**config.mk**
```make
export PLATFORM = sky130hd
export DESIGN_NAME = im_fetch_bridge
export DESIGN_NICKNAME = d
export VERILOG_FILES = /design/src/rtl/im_fetch_pkg.sv /design/src/rtl/im_line_buf.sv /design/src/rtl/im_fetch_bridge.sv
export SDC_FILE = /design/constraint.sdc
export NUM_CORES = 1
export LEC_CHECK = 0
export CAP_MARGIN = 20
export CORE_MARGIN = 3
export CORE_UTILIZATION = 25
export CTS_CLUSTER_SIZE = 24
export DETAILED_ROUTE_END_ITERATION = 12
export GPL_ROUTABILITY_DRIVEN = 0
export SLEW_MARGIN = 20
export SYNTH_ARGS = -nofsm -noshare
export SYNTH_HDL_FRONTEND = slang
export SYNTH_SLANG_ARGS = --single-unit
```
**constraint.sdc**
```tcl
create_clock -name clk -period 3.45 [get_ports clk]
set_input_delay 0.69 -clock clk [delete_from_list [all_inputs] [get_ports clk]]
set_output_delay 0.69 -clock clk [all_outputs]
set_load 0.02 [all_outputs]
```
**src/rtl/im_fetch_pkg.sv**
```systemverilog
// Shared widths, state encoding and line-buffer entry layout for the instruction fetch bridge.
// The PREF state exists only when IM_FETCH_PREFETCH_EN is defined.
package im_fetch_pkg;

    localparam int unsigned IM_AW = 10;
    localparam int unsigned IM_DW = 32;

`ifdef IM_FETCH_PREFETCH_EN
    typedef enum logic [1:0] {
        ST_IDLE   = 2'd0,
        ST_DEMAND = 2'd1,
        ST_PREF   = 2'd2
    } fetch_state_e;
`else
    typedef enum logic [1:0] {
        ST_IDLE   = 2'd0,
        ST_DEMAND = 2'd1
    } fetch_state_e;
`endif

    typedef struct packed {
        logic             valid;
        logic [IM_AW-1:0] tag;
        logic [IM_DW-1:0] data;
    } line_entry_t;

    // Next sequential word address, wrapping 1023 -> 0.
    function automatic logic [IM_AW-1:0] next_addr(input logic [IM_AW-1:0] a);
        return a + IM_AW'(1);
    endfunction

endpackage

```
**src/rtl/im_line_buf.sv**
```systemverilog
// Single-entry instruction line buffer: write port, tag compare and combinational hit.
// Reset clears the valid bit.
module im_line_buf
    import im_fetch_pkg::*;
(
    input  logic             clk,
    input  logic             rst_n,
    input  logic             wr_en_i,
    input  logic [IM_AW-1:0] wr_tag_i,
    input  logic [IM_DW-1:0] wr_data_i,
    input  logic [IM_AW-1:0] rd_tag_i,
    output logic             hit_c,
    output logic [IM_DW-1:0] rd_data_c
);

    line_entry_t entry_q;

    always_ff @(posedge clk or negedge rst_n) begin
        if (!rst_n) begin
            entry_q <= '0;
        end else if (wr_en_i) begin
            entry_q <= '{valid: 1'b1, tag: wr_tag_i, data: wr_data_i};
        end
    end

    assign hit_c     = entry_q.valid && (entry_q.tag == rd_tag_i);
    assign rd_data_c = entry_q.data;

endmodule

```
**src/rtl/im_fetch_bridge.sv**
```systemverilog
// Fetch bridge between the core instruction port and a req/ack instruction memory,
// with a one-entry line buffer. Next-line prefetch is built when IM_FETCH_PREFETCH_EN is defined.
module im_fetch_bridge
    import im_fetch_pkg::*;
(
    input  logic             clk,
    input  logic             rst,
    input  logic             IM_enable,
    input  logic             IM_read,
    input  logic             IM_write,
    input  logic [IM_AW-1:0] IM_address,
    output logic [IM_DW-1:0] instruction,
    output logic             fetch_ready,
    output logic             fetch_err,
    output logic             mem_req,
    output logic [IM_AW-1:0] mem_addr,
    input  logic             mem_ack,
    input  logic [IM_DW-1:0] mem_rdata
);

    fetch_state_e     state_q, state_d;
    logic [IM_DW-1:0] instr_q, instr_d;
    logic             ready_q, ready_d;
    logic             err_q, err_d;
    logic             req_q, req_d;
    logic [IM_AW-1:0] addr_q, addr_d;
    logic             dreq_c;
    logic             fill_c;
    logic             hit_c;
    logic [IM_DW-1:0] buf_data_c;
`ifdef IM_FETCH_PREFETCH_EN
    logic [IM_AW-1:0] pend_q, pend_d;
    logic             want_c;
    logic [IM_AW-1:0] want_addr_c;
`endif

    // Writes never start a memory access; they only raise the sticky error.
    assign dreq_c = IM_enable & IM_read & ~IM_write & ready_q;
    assign fill_c = req_q & mem_ack;

    im_line_buf u_line_buf (
        .clk       (clk),
        .rst_n     (rst),
        .wr_en_i   (fill_c),
        .wr_tag_i  (addr_q),
        .wr_data_i (mem_rdata),
        .rd_tag_i  (IM_address),
        .hit_c     (hit_c),
        .rd_data_c (buf_data_c)
    );

`ifdef IM_FETCH_PREFETCH_EN
    // In PREF a demand is outstanding if one was latched earlier or arrives this edge.
    assign want_c      = ~ready_q | dreq_c;
    assign want_addr_c = ready_q ? IM_address : pend_q;
`endif

    always_comb begin
        state_d = state_q;
        instr_d = instr_q;
        ready_d = ready_q;
        req_d   = req_q;
        addr_d  = addr_q;
        err_d   = err_q | (IM_enable & IM_write);
`ifdef IM_FETCH_PREFETCH_EN
        pend_d  = pend_q;
`endif
        unique case (state_q)
            ST_IDLE: begin
                if (dreq_c) begin
                    if (hit_c) begin
                        instr_d = buf_data_c;
                    end else begin
                        state_d = ST_DEMAND;
                        ready_d = 1'b0;
                        req_d   = 1'b1;
                        addr_d  = IM_address;
                    end
                end
            end
            ST_DEMAND: begin
                if (mem_ack) begin
                    instr_d = mem_rdata;
                    ready_d = 1'b1;
`ifdef IM_FETCH_PREFETCH_EN
                    state_d = ST_PREF;
                    req_d   = 1'b1;
                    addr_d  = next_addr(addr_q);
`else
                    state_d = ST_IDLE;
                    req_d   = 1'b0;
`endif
                end
            end
`ifdef IM_FETCH_PREFETCH_EN
            ST_PREF: begin
                if (mem_ack) begin
                    if (!want_c) begin
                        state_d = ST_IDLE;
                        req_d   = 1'b0;
                    end else if (want_addr_c == addr_q) begin
                        instr_d = mem_rdata;
                        ready_d = 1'b1;
                        state_d = ST_IDLE;
                        req_d   = 1'b0;
                    end else begin
                        state_d = ST_DEMAND;
                        ready_d = 1'b0;
                        req_d   = 1'b1;
                        addr_d  = want_addr_c;
                    end
                end else if (dreq_c) begin
                    pend_d  = IM_address;
                    ready_d = 1'b0;
                end
            end
`endif
            default: begin
                state_d = ST_IDLE;
                ready_d = 1'b1;
                req_d   = 1'b0;
            end
        endcase
    end

    always_ff @(posedge clk or negedge rst) begin
        if (!rst) begin
            state_q <= ST_IDLE;
            instr_q <= '0;
            ready_q <= 1'b1;
            err_q   <= 1'b0;
            req_q   <= 1'b0;
            addr_q  <= '0;
`ifdef IM_FETCH_PREFETCH_EN
            pend_q  <= '0;
`endif
        end else begin
            state_q <= state_d;
            instr_q <= instr_d;
            ready_q <= ready_d;
            err_q   <= err_d;
            req_q   <= req_d;
            addr_q  <= addr_d;
`ifdef IM_FETCH_PREFETCH_EN
            pend_q  <= pend_d;
`endif
        end
    end

    assign instruction = instr_q;
    assign fetch_ready = ready_q;
    assign fetch_err   = err_q;
    assign mem_req     = req_q;
    assign mem_addr    = addr_q;

endmodule

```
==> run summary <==
Tot GR Track Use -> 0.1273
Fillers -> 1,701
CP peak stage delay -> 0.76 ns
CP endpoint kind -> output pin
Yosys warnings -> 0
Flops -> 88
Buffers, non-clock -> 103
Slew of the pin with the lowest slew margin -> 0.9159 ns
Area reported by Yosys stat -> 4417 sq um
Initial antenna violation count -> 0
Power Internal -> 2.756 mW
Top Layout Cells -> 91 x clkdlybuf4s50_1, 86 x dfrtp_1, 46 x nand4_1
CP Class -> reg2out
Synthesized area -> 4417 sq um
Critical path, cell by cell -> clkdlybuf4s50_1
Number of non-clock inverters -> 33
Flop share of the area -> 0.3743
Layout cells sized above 1 -> 0.1440
Combinational share of cell area -> 0.3390
DR iter-0 viols -> 230
Number of synthesized register bits -> 88
Max Used Layer -> met4
Routed WL -> 12.10 mm
Max-area cell share -> 0.4929
Tcrit/Tclk final -> 0.7272
CTS root buf -> clkbuf_16
Drt first pass iters -> 4
Hold/Removal Path Class -> in2async
Final #Nets -> 565
Seq pwr share -> 0.393
Power Total -> 4.342 mW
Wire length on met2 -> 5.801 mm
Die Span Y -> 138.9 um
CP Max Fanout -> 36
Post-CTS Resized -> 0
Routed via count -> 3,596
Synth Area per Inst -> 9.993 sq um
Routed wire length per instance -> 16.33 um
Deepest clock path buffer count -> 2
Arr. time, crit path -> 1.82 ns
RR Endpoint -> u_line_buf.entry_q[37]$_DFFE_PN0P_
Crit path buffers/inverters -> 1
# DRC -> 0
Fp util -> 0.2608
Hold_buf cts -> 0
Flip-flops with a built-in enable -> 0
FF-to-FF setup slack -> 1.08 ns
# Cells Yosys -> 442
Clock network power share -> 0.222
Fmax -> 398.6 MHz
Sw Pwr -> 1.586 mW
Post-DP HPWL -> 8.190 mm
# Post-CTS Setup Buffers -> 0
Placement Setup Slack -> 0.5890 ns
Vias in the first global route -> 3,736
Combinational Area -> 1997 sq um
Logic pwr share -> 0.385
ANT cells -> 0
PD cells -> 737.0 nW/um^2
Die span in x -> 138.9 um
Num Clock Sinks -> 88
Io pins -> 93
Tool warnings -> 26
Setup WS post-layout -> 0.9410 ns
FF-to-FF path depth -> 3
Combinational Gates -> 282
First-pass GRT wire length -> 19.87 mm
Register area -> 2205 sq um
Clk tree area frac -> 0.04907
Static Leak -> 2.382 nW
Crit path launch type -> flop
Outcome -> finished, final reports clean
Pins Over Slew Limit -> 0
CTS tree -> done
Yosys cell counts, types with 7 or more instances:
master and instances:
o21ai_0 10, nor2_1 32, dfrtp_1 87, mux2_2 42
nand4_1 46, nand2b_1 33, a22oi_1 42, nand3_1 11
and3_1 11, xnor2_1 7, inv_1 33, clkbuf_1 34
a21oi_1 33
cell families (layout without fill, tap and decap cells):
logic type | after synthesis | count (layout) | share of synthesized area
AND-OR/OR-AND | 90 | 90 | 0.1289
XOR/XNOR | 10 | 10 | 0.02493
buffers and inverters | 72 | 151 | 0.06204
flip-flops | 88 | 88 | 0.4989
multiplexers | 42 | 42 | 0.1071
AND/OR/NAND/NOR | 140 | 140 | 0.1782
per-stage QoR:
stage	area, sq um	util
2_1_floorplan	4417	-
3_3_place_gp	5602	0.3307
3_5_place_dp	5602	0.3307
4_1_cts	5891	0.3478
5_1_grt	5891	0.3478
6_report	5891	0.3478
power groups by stage:
| stage | sequential [mW] | combinational (mW) | clock [mW] |
|---|---|---|---|
| detailed placement | 1.72 | 1.68 | 0 |
| finish | 1.71 | 1.67 | 0.965 |
| floorplan | 1.77 | 0.936 | 0 |
| global placement | 1.70 | 1.64 | 0 |
| global route | 1.76 | 1.82 | 1.04 |
| CTS | 1.71 | 1.69 | 0.998 |
registers in the layout (all words and copies together) (netlist names):
name	cells
fetch_err	1
fetch_ready	1
instruction	32
mem_addr	10
mem_req	1
u_line_buf.entry_q	11
u_line_buf.rd_data_c	32
metal layers:
layer,vias to the layer above,track usage
li1,1722,-
met5,-,0
met1,1765,0.1640
met2,93,0.2071
met3,16,0.03207
met4,0,0.04686
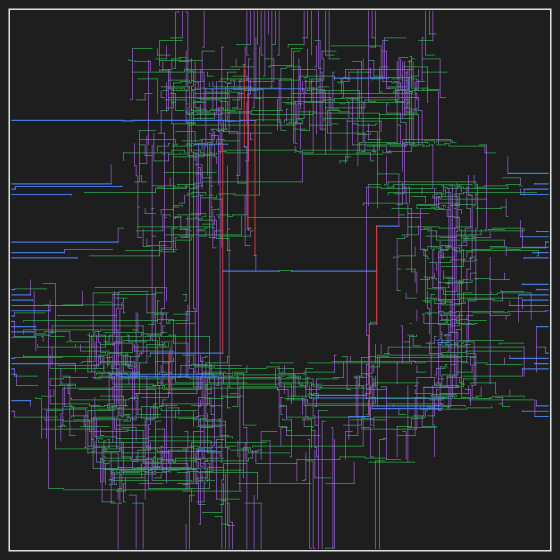
*Metal layers overlaid*
Key: purple = met2 [wire length 5,800 um]; green = met1 [wire length 5,400 um]; red = met4 [wire length 203 um]; blue = met3 [wire length 699 um]

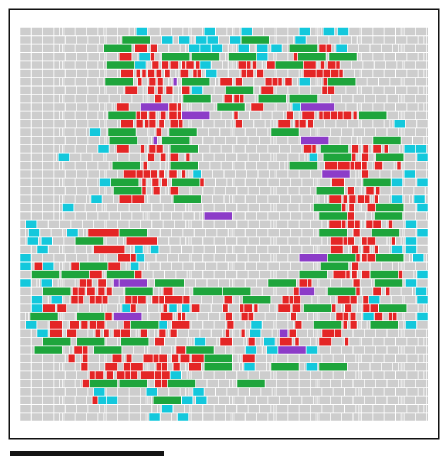
*Placement by cell class*
The bar under the picture is 50 um long. Fill, decap, tap and diode cells in gray.
Key: purple = clock drivers and dummy loads [cells 15]; green = flip-flops [cells 88]; red = all other logic [cells 315]; cyan = other buffers and delay cells [cells 103]

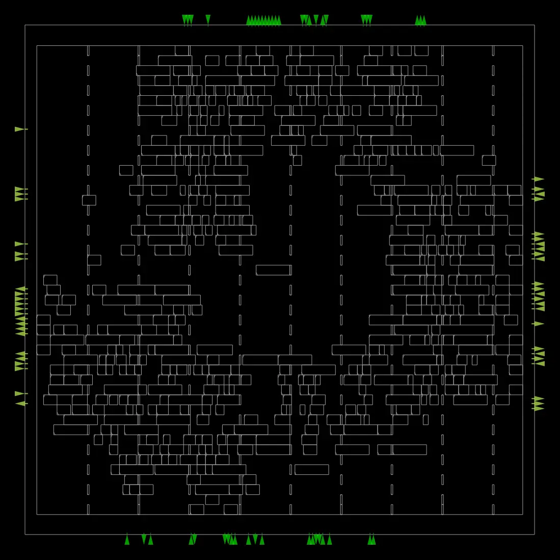
*Placement view*
num rows: 47
n_taps: 220
Finished Layout Cells: 741
core area: 16,940 sq um
post-layout util: 0.3478

Power and IR drop assume default switching activity.
